**src/rtl/timer_sched_pkg.sv**
```systemverilog
// Shared definitions for the motion timer arbiter: state encoding,
// default prescale ratio and a width helper used for counters and pointers.
package timer_sched_pkg;

    typedef enum logic [1:0] {
        ST_IDLE = 2'd0,
        ST_RUN  = 2'd1,
        ST_DONE = 2'd2
    } timer_state_t;

    // 1 ms tick at a 100 MHz system clock
    localparam int DEF_TICK_DIV = 100000;

    // Bits needed to hold values 0..value-1; never returns less than 1
    function automatic int clog2(input int value);
        int w;
        w = 1;
        for (int i = 1; i < 31; i++) begin
            if ((1 << i) < value) begin
                w = i + 1;
            end
        end
        return w;
    endfunction

endpackage

```
**src/rtl/tick_prescaler.sv**
```systemverilog
// Free-running divider producing a one-cycle tick every TICK_DIV enabled cycles.
// clr is synchronous and wins over en; tick is only ever high while en is high.
module tick_prescaler
    import timer_sched_pkg::*;
#(
    parameter int TICK_DIV = DEF_TICK_DIV
) (
    input  logic clk,
    input  logic reset,
    input  logic clr,
    input  logic en,
    output logic tick
);

    localparam int CNT_W = clog2(TICK_DIV);
    localparam logic [CNT_W-1:0] CNT_LAST = CNT_W'(TICK_DIV - 1);

    logic [CNT_W-1:0] cnt_q;

    // Count 0..TICK_DIV-1 while enabled, wrapping on the tick
    always_ff @(posedge clk or negedge reset) begin
        if (!reset) begin
            cnt_q <= '0;
        end else if (clr) begin
            cnt_q <= '0;
        end else if (en) begin
            if (cnt_q == CNT_LAST) begin
                cnt_q <= '0;
            end else begin
                cnt_q <= cnt_q + CNT_W'(1);
            end
        end
    end

    assign tick = en && !clr && (cnt_q == CNT_LAST);

endmodule

```
**src/rtl/motion_timer_arbiter.sv**
```systemverilog
// Round-robin owner of one shared tick timer for drive/turn/arm/buzzer.
// Optional feature macro: TIMER_ABORT_EN adds an abort input that cancels
// the running hold without a done pulse.
//
// state   | meaning
// --------+------------------------------------------------------------
// ST_IDLE | no owner; pick next requester at/after ptr, latch its dur
// ST_RUN  | owner holds the timer; remaining counts down on each tick
// ST_DONE | one-cycle done pulse to the owner, ptr moves past it
module motion_timer_arbiter
    import timer_sched_pkg::*;
#(
    parameter int TICK_DIV = DEF_TICK_DIV,
    parameter int NUM_REQ  = 4,
    parameter int DUR_W    = 16
) (
    input  logic                     clk,
    input  logic                     reset,
`ifdef TIMER_ABORT_EN
    input  logic                     abort,
`endif
    input  logic [NUM_REQ-1:0]       req,
    input  logic [NUM_REQ*DUR_W-1:0] dur,
    output logic [NUM_REQ-1:0]       gnt,
    output logic [NUM_REQ-1:0]       done,
    output logic                     busy,
    output logic                     tick,
    output logic [DUR_W-1:0]         remaining
);

    localparam int PTR_W = clog2(NUM_REQ);
    localparam logic [PTR_W-1:0] PTR_LAST = PTR_W'(NUM_REQ - 1);

    timer_state_t state_q, state_d;
    logic [NUM_REQ-1:0] gnt_q, gnt_d;
    logic [NUM_REQ-1:0] done_q, done_d;
    logic [DUR_W-1:0]   rem_q, rem_d;
    logic [PTR_W-1:0]   ptr_q, ptr_d;
    logic [PTR_W-1:0]   owner_q, owner_d;

    logic               pick_valid;
    logic [PTR_W-1:0]   pick_idx;
    logic [DUR_W-1:0]   pick_dur;
    logic [PTR_W-1:0]   owner_next;
    logic               presc_clr;
    logic               presc_en;
    logic               presc_tick;
    logic               abort_req;

`ifdef TIMER_ABORT_EN
    assign abort_req = abort;
`else
    assign abort_req = 1'b0;
`endif

    // Empty hold (dur 0) never enables the prescaler, so it cannot tick
    assign presc_en = (state_q == ST_RUN) && (rem_q != '0);

    tick_prescaler #(
        .TICK_DIV (TICK_DIV)
    ) u_prescaler (
        .clk   (clk),
        .reset (reset),
        .clr   (presc_clr),
        .en    (presc_en),
        .tick  (presc_tick)
    );

    assign owner_next = (owner_q == PTR_LAST) ? '0 : owner_q + PTR_W'(1);

    // Round-robin search starting at ptr, wrapping past NUM_REQ-1
    always_comb begin
        int idx;
        pick_valid = 1'b0;
        pick_idx   = '0;
        pick_dur   = '0;
        for (int k = 0; k < NUM_REQ; k++) begin
            idx = int'(ptr_q) + k;
            if (idx >= NUM_REQ) begin
                idx = idx - NUM_REQ;
            end
            if (!pick_valid && req[idx]) begin
                pick_valid = 1'b1;
                pick_idx   = PTR_W'(idx);
                pick_dur   = dur[idx*DUR_W +: DUR_W];
            end
        end
    end

    // Next-state and datapath updates for grant, countdown and done
    always_comb begin
        state_d   = state_q;
        gnt_d     = gnt_q;
        done_d    = '0;
        rem_d     = rem_q;
        ptr_d     = ptr_q;
        owner_d   = owner_q;
        presc_clr = 1'b0;
        case (state_q)
            ST_IDLE: begin
                gnt_d = '0;
                rem_d = '0;
                if (pick_valid) begin
                    owner_d         = pick_idx;
                    gnt_d[pick_idx] = 1'b1;
                    rem_d           = pick_dur;
                    presc_clr       = 1'b1;
                    state_d         = ST_RUN;
                end
            end
            ST_RUN: begin
                if (abort_req) begin
                    gnt_d     = '0;
                    rem_d     = '0;
                    ptr_d     = owner_next;
                    presc_clr = 1'b1;
                    state_d   = ST_IDLE;
                end else if (rem_q == '0) begin
                    done_d  = gnt_q;
                    state_d = ST_DONE;
                end else if (presc_tick) begin
                    rem_d = rem_q - DUR_W'(1);
                    if (rem_q == DUR_W'(1)) begin
                        done_d  = gnt_q;
                        state_d = ST_DONE;
                    end
                end
            end
            ST_DONE: begin
                gnt_d   = '0;
                ptr_d   = owner_next;
                state_d = ST_IDLE;
            end
            default: begin
                gnt_d   = '0;
                rem_d   = '0;
                state_d = ST_IDLE;
            end
        endcase
    end

    // State and output registers; reset leaves req[0] with top priority
    always_ff @(posedge clk or negedge reset) begin
        if (!reset) begin
            state_q <= ST_IDLE;
            gnt_q   <= '0;
            done_q  <= '0;
            rem_q   <= '0;
            ptr_q   <= '0;
            owner_q <= '0;
        end else begin
            state_q <= state_d;
            gnt_q   <= gnt_d;
            done_q  <= done_d;
            rem_q   <= rem_d;
            ptr_q   <= ptr_d;
            owner_q <= owner_d;
        end
    end

    assign gnt       = gnt_q;
    assign done      = done_q;
    assign remaining = rem_q;
    assign busy      = (state_q != ST_IDLE);
    assign tick      = presc_tick;

endmodule

```
**config.mk**
```make
export PLATFORM = sky130hd
export DESIGN_NAME = motion_timer_arbiter
export DESIGN_NICKNAME = d
export VERILOG_FILES = /design/src/rtl/timer_sched_pkg.sv /design/src/rtl/tick_prescaler.sv /design/src/rtl/motion_timer_arbiter.sv
export SDC_FILE = /design/constraint.sdc
export NUM_CORES = 1
export LEC_CHECK = 0
export CAP_MARGIN = 5
export CORE_ASPECT_RATIO = 1.5
export CORE_MARGIN = 8
export CORE_UTILIZATION = 53
export DETAILED_ROUTE_END_ITERATION = 10
export PLACE_DENSITY = 0.81
export SLEW_MARGIN = 20
export SYNTH_ARGS = -nofsm -noshare
export SYNTH_HDL_FRONTEND = slang
export SYNTH_SLANG_ARGS = --single-unit
```
**constraint.sdc**
```tcl
create_clock -name clk -period 8.4 [get_ports clk]
set_input_delay 1.68 -clock clk [delete_from_list [all_inputs] [get_ports clk]]
set_output_delay 1.68 -clock clk [all_outputs]
set_load 0.01 [all_outputs]
```
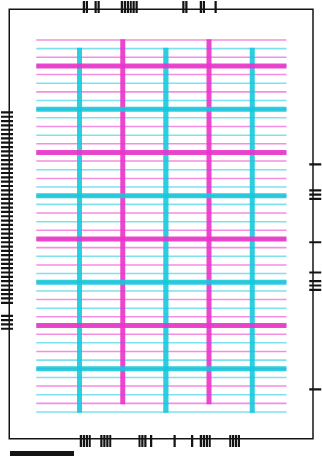
Figure 1: PDN straps and rails.
Bar = 20 um. Pins as bars on the die edge.
net	colour
VSS	cyan
VDD	magenta
met5 straps	8
met4 straps	5
rows	43
Max VDD drop: 0.156 mV
y dimension of the die: 135 um

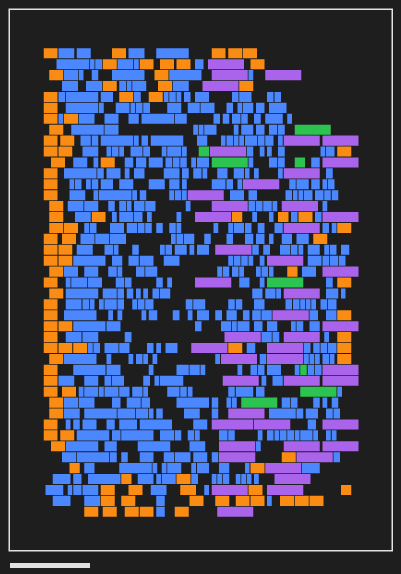
Figure 2: placement by cell class.
Bar = 20 um.
class	colour	cells	share of their area
clock drivers and dummy loads	green	8	2.4%
combinational and other logic	blue	505	61%
other buffers and delay cells	orange	101	17%
flops	purple	47	20%
Core Rows: 43
post-route cell area: 6070 um^2

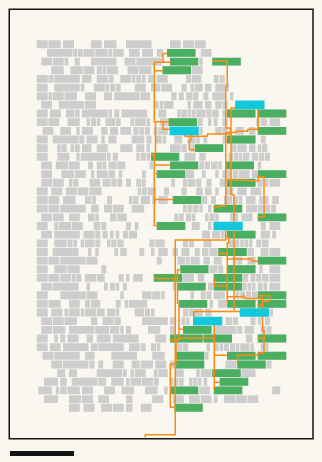
Figure 3: clock wires, drivers and flops.
Bar = 20 um.
[flip-flops] green | count: 47
[clock wires] orange | length: 606 um
[clock drivers] cyan | count: 5
routed clock nets	6
clock network power: 0.195 mW
Latency at later pin: 0.29 ns
final clock skew: 0.00294 ns
proportion of power drawn by the clock network: 36.3%

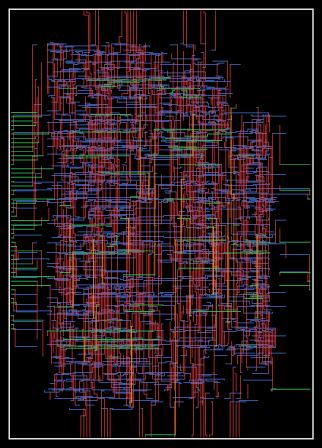
Figure 4: metal layers overlaid.
layer	colour	wire length
metal 3	green	980 um
metal 2	red	8190 um
metal 1	blue	6170 um
metal 4	orange	530 um
GR Util All Layers: 24.5%
Routed Wire Length: 15.9 mm
total via count in the routed design: 5091
Routed wire per std cell: 20.5 um

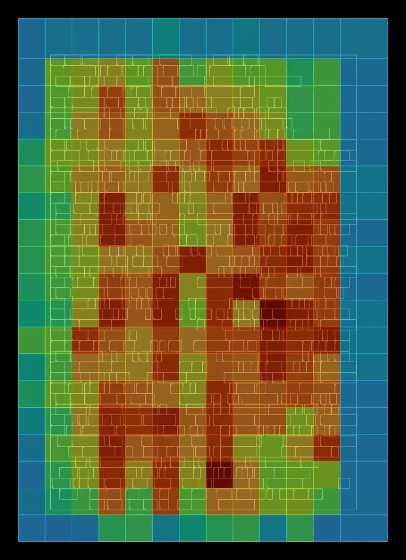
Figure 5: congestion heat map.
grt met3 use: 4.78%
global-route met1 utilization: 27.8%
most utilized layer in the global route result: met2
global-route met2 utilization: 42.9%

==> Changelog: implementation <==
### Changed

- Non-filler cells, final: roughly 770
- Dominant kind of cell: multi-input combinational cells
- Per-cell via count in the routed design: between 6 and 7
- Final setup violation count: 0
- TritonCTS clock tree: done
- Critical path endpoint: tick
- Residual DRC count: 0
- Count of instantiated cells in the yosys netlist: 592
- Fraction of power consumed by combinational cells: around a fifth
- Clock network share of area: 2.39%
- Compound-gate portion of the synthesized area: 22.3%
- Largest stage delay on the critical path: 0.56 ns
- Number of buffers created by CTS: 5
- Setup Total Neg Slack: 0 ns
- Maximum number of pins on one net before global-route repair: slightly above 80
- Net switching share of the total power: about a quarter
- Combinational Power: roughly 0.11 mW
- Startpoint-to-endpoint class of the critical path: reg2out
- Fraction of synthesized area in multiplexers: between 20% and 30%
- DP HPWL: between 10 and 15 mm
- Final worst slack: about 3.9 ns
- Tcrit/Tclk final: between 50% and 60%
- Buffers inserted during post-CTS setup optimization: 0
- Clock tree root driver cell: sky130_fd_sc_hd__clkbuf_16
- Family with the most delay on the worst path: simple AND/OR/NAND/NOR gates
- Die extent in x: ~95 um
- Die area: around 13000 um^2
- Clock transition at the register clock pins on the worst setup and hold paths after CTS: around 0.060 ns
- Register share after synthesis: between 20% and 30%
- Unrepaired setup endpoints after global routing: no
- Largest logic family: multiplexers
- Count of nets after finishing: approximately 740
- Path length in cells of the critical path: 6
- Register-to-Register Setup Slack: ~4.3 ns
- Ratio of cells with drive above 1 in the final layout: between 10% and 20%
- Yosys-reported design area after synthesis: just under 5000 um^2
- Syn-to-layout area delta: 22.3%
- Number of detailed-route iterations in the first pass: 5
- Status: finished, final reports clean
- Reg-to-Reg End: u_prescaler.cnt_q[8]
- Tap cell count: 112
- Highest achievable clock rate: between 200 and 250 MHz
- Number of warnings printed during yosys synthesis: 0
- CTS HTree Levels: 2
- Number of cell instances on the worst register-to-register path: 10
- Origin of the critical flop-to-flop path: ptr_q[1]
- Power share of the sequential group: between 40 and 50%
- Hold slack: between 0.5 and 0.6 ns
- Worst-Margin Slew: 0.949 ns
- Final period demand of the worst path: roughly 4.5 ns
- Max_cap viols: 0
- Arrival time worst endpoint: roughly 2.9 ns
- Worst path slowest cell: sky130_fd_sc_hd__nor4b_1
- Top Metal Used: met4
- GPL Wtd Cong: a little over 0.9
- Iter 0 DRT Violations: ~270
- Net count of the mapped netlist: around 670
- Synthesized cell area: between 4000 and 5000 um^2
- Core area: between 9000 and 10000 um^2
- Share of synthesized cell area in and, or, nand and nor gates: between 20% and 30%
- Mean area per synthesized cell: ~8.4 um^2
- Total routed wire length on the met1 layer: a little over 6 mm
- Overflow after GRT: 0
- Total of fill cells in the finished design: 755
- Slew headroom: between 30% and 40%
- Flip-flop and latch count after synthesis: roughly 47
-- placed cells by master, fill, tap and decap left out, types with 7 or more instances in the layout --
cell type | Yosys | final
sky130_fd_sc_hd__o21ai_0 | 23 | 23
sky130_fd_sc_hd__o21ai_1 | 32 | 32
sky130_fd_sc_hd__clkdlybuf4s50_1 | 0 | 94
sky130_fd_sc_hd__inv_1 | 10 | 10
sky130_fd_sc_hd__o31ai_1 | 9 | 9
sky130_fd_sc_hd__nand3_1 | 19 | 19
sky130_fd_sc_hd__mux4_2 | 28 | 28
sky130_fd_sc_hd__a211oi_1 | 8 | 8
sky130_fd_sc_hd__nand4_1 | 7 | 7
sky130_fd_sc_hd__dfrtp_1 | 47 | 46
sky130_fd_sc_hd__nand2_1 | 72 | 72
sky130_fd_sc_hd__mux2i_1 | 33 | 33
sky130_fd_sc_hd__nor2_1 | 61 | 61
sky130_fd_sc_hd__nand2b_1 | 7 | 7
sky130_fd_sc_hd__nor3_1 | 15 | 15
sky130_fd_sc_hd__ha_1 | 9 | 9
sky130_fd_sc_hd__a21oi_1 | 44 | 44
sky130_fd_sc_hd__mux2_2 | 29 | 29
-- cells in the mapped netlist (all sizes together), types with 11 or more instances --
| cell | instances | area (um^2) |
|---|---|---|
| clkbuf | 21 | 78.8 |
| inv | 11 | 41.3 |
| mux4 | 28 | 631 |
| nand2 | 72 | 270 |
| mux2i | 33 | 330 |
| nand3 | 19 | 95.1 |
| nor2 | 61 | 229 |
| a21oi | 44 | 220 |
| buf | 19 | 101 |
| o21ai | 56 | 284 |
| nor3 | 16 | 85.1 |
| mux2 | 29 | 327 |
| dfrtp | 47 | 1180 |
-- flip-flops by register name, summed over array words and instances (netlist names) --
register,cells
gnt,4
state_q,2
owner_q,2
remaining,16
done,4
ptr_q,2
u_prescaler.cnt_q,17
Power figures rest on the tool's default switching activity, not on a simulated workload.
